`config.mk`:
```
export PLATFORM = sky130hd
export DESIGN_NAME = pe_packet_injector
export DESIGN_NICKNAME = d
export VERILOG_FILES = /design/src/rtl/noc_pkg.sv /design/src/rtl/sync_fifo.sv /design/src/rtl/pe_packet_injector.sv
export SDC_FILE = /design/constraint.sdc
export NUM_CORES = 1
export LEC_CHECK = 0
export CAP_MARGIN = 20
export CORE_AREA = 4 4 88 172
export CTS_CLUSTER_SIZE = 12
export DETAILED_ROUTE_END_ITERATION = 16
export DIE_AREA = 0 0 92 176
export PLACE_DENSITY = 0.56
export SLEW_MARGIN = 10
export SYNTH_ARGS = -nofsm -noshare
export SYNTH_HDL_FRONTEND = slang
export SYNTH_SLANG_ARGS = --single-unit
```
`constraint.sdc`:
```
create_clock -name clk -period 2.93 [get_ports clk]
set_input_delay 0.586 -clock clk [delete_from_list [all_inputs] [get_ports clk]]
set_output_delay 0.586 -clock clk [all_outputs]
set_load 0.01 [all_outputs]
```
`src/rtl/noc_pkg.sv`:
```
// Shared mesh NoC definitions: packet field positions and routing-header helpers.
package noc_pkg;

  localparam int unsigned DIR_X   = 0;
  localparam int unsigned DIR_Y   = 1;
  localparam int unsigned XHOP_LO = 2;
  localparam int unsigned HOP_MAX = 32;

  typedef struct packed {
    logic        east;
    logic        south;
    logic [31:0] x_hops;
    logic [31:0] y_hops;
  } hdr_t;

  // Ones in the low `count` positions, limited to `width` positions.
  function automatic logic [HOP_MAX-1:0] unary_hops(input int unsigned count,
                                                    input int unsigned width);
    logic [HOP_MAX-1:0] v;
    v = '0;
    for (int unsigned i = 0; i < HOP_MAX; i++) begin
      if (i < count && i < width) v[i] = 1'b1;
    end
    return v;
  endfunction

  function automatic hdr_t encode_header(input int unsigned src,
                                         input int unsigned dst,
                                         input int unsigned cols);
    int unsigned sx, sy, dx, dy;
    hdr_t h;
    sx = src % cols;
    sy = src / cols;
    dx = dst % cols;
    dy = dst / cols;
    h.east   = (dx > sx);
    h.south  = (dy > sy);
    h.x_hops = (dx > sx) ? dx - sx : sx - dx;
    h.y_hops = (dy > sy) ? dy - sy : sy - dy;
    return h;
  endfunction

endpackage

```
`src/rtl/sync_fifo.sv`:
```
// Synchronous FIFO; pointers carry an extra wrap bit to distinguish full from empty.
module sync_fifo #(
  parameter int unsigned WIDTH = 20,
  parameter int unsigned DEPTH = 4
) (
  input  logic             clk,
  input  logic             rst_n,
  input  logic             push,
  input  logic [0:WIDTH-1] push_data,
  input  logic             pop,
  output logic [0:WIDTH-1] head,
  output logic             full,
  output logic             empty
);

  localparam int unsigned AW = (DEPTH > 1) ? $clog2(DEPTH) : 1;

  logic [0:WIDTH-1] mem [DEPTH];
  logic [AW:0]      wr_ptr, rd_ptr;
  logic             do_push, do_pop;

  assign full    = (wr_ptr[AW] != rd_ptr[AW]) && (wr_ptr[AW-1:0] == rd_ptr[AW-1:0]);
  assign empty   = (wr_ptr == rd_ptr);
  assign do_push = push && !full;
  assign do_pop  = pop && !empty;
  assign head    = mem[rd_ptr[AW-1:0]];

  always_ff @(posedge clk or negedge rst_n) begin
    if (!rst_n) begin
      wr_ptr <= '0;
      rd_ptr <= '0;
    end else begin
      if (do_push) wr_ptr <= wr_ptr + (AW+1)'(1);
      if (do_pop)  rd_ptr <= rd_ptr + (AW+1)'(1);
    end
  end

  always_ff @(posedge clk) begin
    if (do_push) mem[wr_ptr[AW-1:0]] <= push_data;
  end

endmodule

```
`src/rtl/pe_packet_injector.sv`:
```
// PE-side mesh transmitter: encodes XY routing headers, queues packets and
// hands them to the router under valid/ready, dropping invalid destinations.
module pe_packet_injector
  import noc_pkg::*;
#(
  parameter int unsigned WIDTH     = 20,
  parameter int unsigned X_HOP_LOC = 4,
  parameter int unsigned Y_HOP_LOC = 7,
  parameter int unsigned NODE_NUM  = 0,
  parameter int unsigned MESH_COLS = 4,
  parameter int unsigned MESH_ROWS = 4,
  parameter int unsigned ID_W      = 4,
  parameter int unsigned DEPTH     = 4,
  parameter int unsigned CNT_W     = 16
) (
  input  logic                       clk,
  input  logic                       rst_n,
  input  logic                       req_valid,
  output logic                       req_ready,
  input  logic [ID_W-1:0]            req_dest,
  input  logic [WIDTH-Y_HOP_LOC-2:0] req_data,
  output logic                       pkt_valid,
  input  logic                       pkt_ready,
  output logic [0:WIDTH-1]           pkt_data,
  output logic                       drop_err,
  output logic [CNT_W-1:0]           inj_cnt,
  output logic [CNT_W-1:0]           drop_cnt
);

  localparam int unsigned XW    = X_HOP_LOC - XHOP_LO + 1;
  localparam int unsigned YW    = Y_HOP_LOC - X_HOP_LOC;
  localparam int unsigned NODES = MESH_ROWS * MESH_COLS;

  hdr_t             hdr;
  logic [XW-1:0]    x_field;
  logic [YW-1:0]    y_field;
  logic [0:WIDTH-1] enc, head;
  logic             dest_ok, accept, push, pop, full, empty;

  // Hop fields are right-aligned: value bit k lands k positions left of the field end.
  always_comb begin
    hdr     = encode_header(NODE_NUM, 32'(req_dest), MESH_COLS);
    x_field = XW'(unary_hops(hdr.x_hops, XW));
    y_field = YW'(unary_hops(hdr.y_hops, YW));
    enc     = '0;
    enc[DIR_X] = hdr.east;
    enc[DIR_Y] = hdr.south;
    for (int unsigned k = 0; k < XW; k++) enc[X_HOP_LOC - k] = x_field[k];
    for (int unsigned k = 0; k < YW; k++) enc[Y_HOP_LOC - k] = y_field[k];
    enc[Y_HOP_LOC+1:WIDTH-1] = req_data;
  end

  assign dest_ok   = (32'(req_dest) != NODE_NUM) && (32'(req_dest) < NODES);
  assign req_ready = !full;
  assign accept    = req_valid && req_ready;
  assign push      = accept && dest_ok;
  assign pkt_valid = !empty;
  assign pop       = pkt_valid && pkt_ready;
  assign pkt_data  = empty ? '0 : head;

  sync_fifo #(
    .WIDTH (WIDTH),
    .DEPTH (DEPTH)
  ) u_fifo (
    .clk       (clk),
    .rst_n     (rst_n),
    .push      (push),
    .push_data (enc),
    .pop       (pop),
    .head      (head),
    .full      (full),
    .empty     (empty)
  );

  always_ff @(posedge clk or negedge rst_n) begin
    if (!rst_n) begin
      drop_err <= 1'b0;
      inj_cnt  <= '0;
      drop_cnt <= '0;
    end else begin
      drop_err <= accept && !dest_ok;
      if (accept && !dest_ok) drop_cnt <= drop_cnt + CNT_W'(1);
      if (pop)                inj_cnt  <= inj_cnt + CNT_W'(1);
    end
  end

endmodule

```
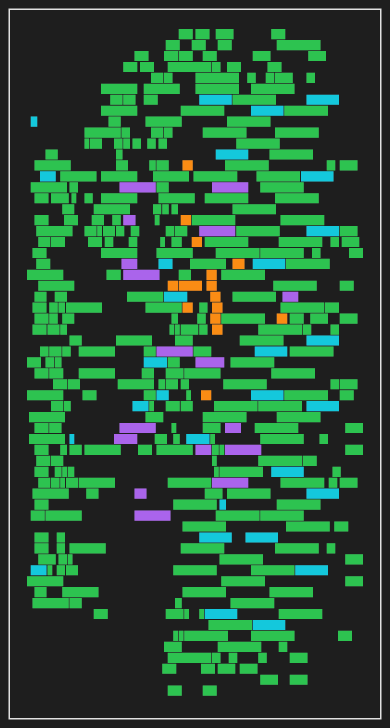
Figure 1: sizing map.
Key: purple = _6 and larger [cells 17]; orange = _3 and _4 cells [cells 15]; cyan = _2 cells [cells 29]; green = _0 and _1 cells [cells 325]
fin area: 6100 um^2
final critical-path setup slack: 0.208 ns
count of buffers not belonging to the clock network in the layout: 88
Layout area overhead: 29.5%

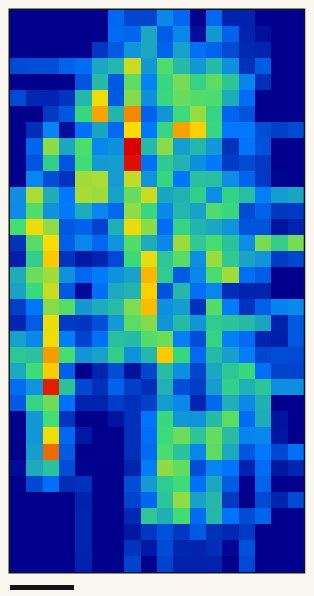
Figure 2: routed metal per tile.
Scale bar: 20 um. The die is cut into 18 by 35 equal tiles; dark blue is low, red is high, scaled to the fullest tile. Values are wire area over tile area, all layers added.
The mean over all tiles is 0.093. The fullest tile reaches 0.37. 20% of the tiles are nearly empty. The emptiest ninth of the die: bottom left. 14% of the tiles are over half the peak.
Total Routing Usage GR: 12.8%
via count: 2710
Routed wire per std cell: 17.0 um
sum of routed wire length over all layers: 9760 um

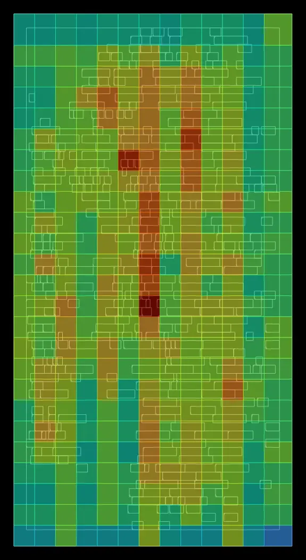
Figure 3: track usage over the die.
final standard cell utilization of the core: 43.9%
gr busiest metal: met2
fraction of met1 tracks used by global routing: 13.7%

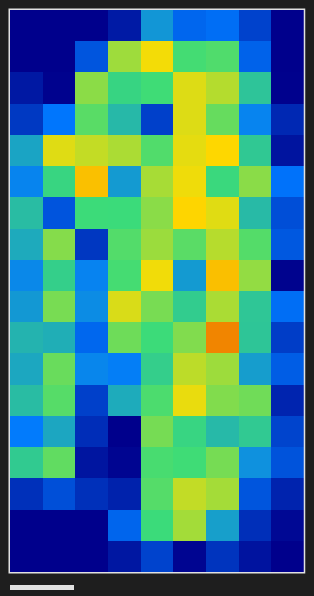
Figure 4: local utilization.
Scale bar: 20 um. The die is cut into 9 by 18 equal tiles; dark blue is low, red is high, 0 to 100% covered.
13% of the tiles are nearly empty. The fullest tile reaches 85%. 3.1% of the tiles are over 75% full.
floorplan-stage core utilization: 33.9%
CORE AREA: 13900 um^2

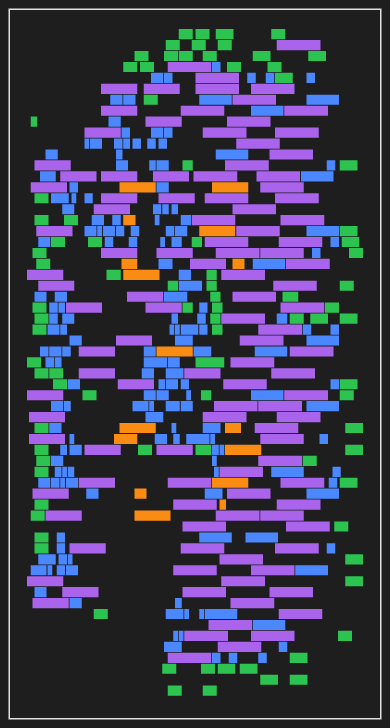
Figure 5: placed cells, one colour a class.
Key: orange = clock drivers and dummy loads [cells 16, share of their area 5.0%]; blue = combinational and other logic [cells 171, share of their area 26%]; purple = sequential cells [cells 111, share of their area 53%]; green = remaining buffers and delay cells [cells 88, share of their area 16%]
sequential portion of the cell area: 51.4%
number of rows created at floorplan: 61

==> job_summary.md <==
### Yosys + OpenROAD results

| Metric | Value |
|---|---|
| Result of the run | `complete, no violations` |
| Global route overflow | `0` |
| Power Density | `940 nW/um^2` |
| Via count of the first global-routing pass | `2981` |
| Fraction of final layout cells sized beyond drive strength 1 | `15.8%` |
| Count of flip-flops with a built-in enable after synthesis | `72` |
| Hold Violations, Final | `0` |
| Top post-synthesis cells by count | `sky130_fd_sc_hd__edfxtp_1 (72), sky130_fd_sc_hd__dfrtp_1 (39), sky130_fd_sc_hd__xnor2_1 (32)` |
| Synth logic family | `simple AND/OR/NAND/NOR gates` |
| Vias per inst | `4.71` |
| Nets at Floorplan | `325` |
| Portion of synthesized cell area occupied by the leading cell type | `45.9%` |
| Number of H-tree levels | `3` |
| Most frequent cell after synthesis | `sky130_fd_sc_hd__edfxtp_1` |
| Xor/xnor cell area share of the yosys netlist | `7.91%` |
| Tool warnings | `31` |
| Req. time, crit path | `2.34 ns` |
| Ordered cell list for the critical path | `xor2_2 -> nor3_4 -> clkinvlp_4 -> buf_6 -> clkdlybuf4s50_1` |
| Number of CTS-inserted buffers | `9` |
| Setup repair after global routing missed its margin | `false` |
| Number of instances in the synthesized netlist | `294` |
| Clock slew seen by the registers of the worst setup and hold paths | `0.08 ns` |
| Sort of element at the start of the critical path | `flop` |
| Detailed Routing Iterations Pass 1 | `4` |
| Path type of the worst min-delay path | `in2async` |
| Slowest library cell on the worst path | `sky130_fd_sc_hd__clkdlybuf4s50_1` |
| Combinational Power Share | `41.1%` |
| Cell type with the highest aggregate area in the netlist | `sky130_fd_sc_hd__edfxtp_1` |
| Area of the synthesized netlist per yosys stat | `4710 um^2` |
| Summed negative setup slack over all endpoints | `0 ns` |
| Clock sink count | `111` |
| Most common reg cell | `sky130_fd_sc_hd__edfxtp_1` |
| Chip width | `92 um` |
| Number of instances resized during post-cts repair | `4` |
| Worst Tran Pin Value | `0.928 ns` |
| Data arrival time of the critical path | `2.14 ns` |
| Total number of nets in the final design | `412` |
| Deepest clock path buffer count | `2` |
| Headroom to the max-slew limit | `38.1%` |
| Ratio of final minimum period to clock period | `92.9%` |
| Cts hold-fix bufs | `0` |
| First-pass GRT wire length | `15900 um` |
| Placed instance area | `5720 um^2` |
| Post-route insts no fill | `575` |
| Max-slew violation count | `0` |
| Fraction of power consumed by sequential logic | `38.0%` |
| Clock network fraction of design power | `20.8%` |
[path summary, 6_finish.rpt]
kind	start	end	slack, ns	cells past startpoint
min in group clk	drop_cnt[15]	drop_cnt[15]	0.48	1
min	rst_n	inj_cnt[12]	0.37	1
max	u_fifo.rd_ptr[0]	pkt_valid	0.21	5
max reg2reg	u_fifo.rd_ptr[1]	drop_cnt[1]	1.11	5
min reg2reg	drop_cnt[15]	drop_cnt[15]	0.48	1
max in group asynchronous	rst_n	u_fifo.rd_ptr[0]	1.97	1
[layer usage]
metal  vias up  GRT usage (%)  wire (um)
met5         -              0          0
met4         0           4.47        143
met3        11           2.99        438
met2        63           24.4       5630
met1      1383           13.7       3550
li1       1253              -          -
[sequential cells by signal, summed over array words and instances, names as in the netlist]
register       count
inj_cnt           16
drop_err           1
u_fifo.mem        72
u_fifo.rd_ptr      3
drop_cnt          16
u_fifo.wr_ptr      3
[critical path, delay by kind of cell, from the launching register on]
family / cells / cell delay (ns)
buffers and inverters: 3 / 0.79
flip-flops: 1 / 0.41
AND/OR/NAND/NOR: 1 / 0.37
XOR/XNOR: 1 / 0.23
[cell type report]
cell class / instances / area (um^2)
Fill cell: 1307 / 7790
Sequential cell: 111 / 3140
Multi-Input combinational cell: 159 / 1470
Timing Repair Buffer: 88 / 911
Tap cell: 189 / 236
Clock buffer: 9 / 225
Clock inverter: 7 / 70.1
Inverter: 11 / 45.0
Timing Repair inverter: 1 / 7.51
[power groups by stage]
stage / registers [mW] / clock network (mW) / logic (mW)
3_5_place_dp: 2.22 / 0 / 2.41
5_1_grt: 2.22 / 1.30 / 2.60
3_3_place_gp: 2.20 / 0 / 2.39
6_report: 2.18 / 1.20 / 2.36
2_1_floorplan: 2.23 / 0 / 1.28
4_1_cts: 2.19 / 1.24 / 2.53
Power is estimated from default activity; no workload was simulated.
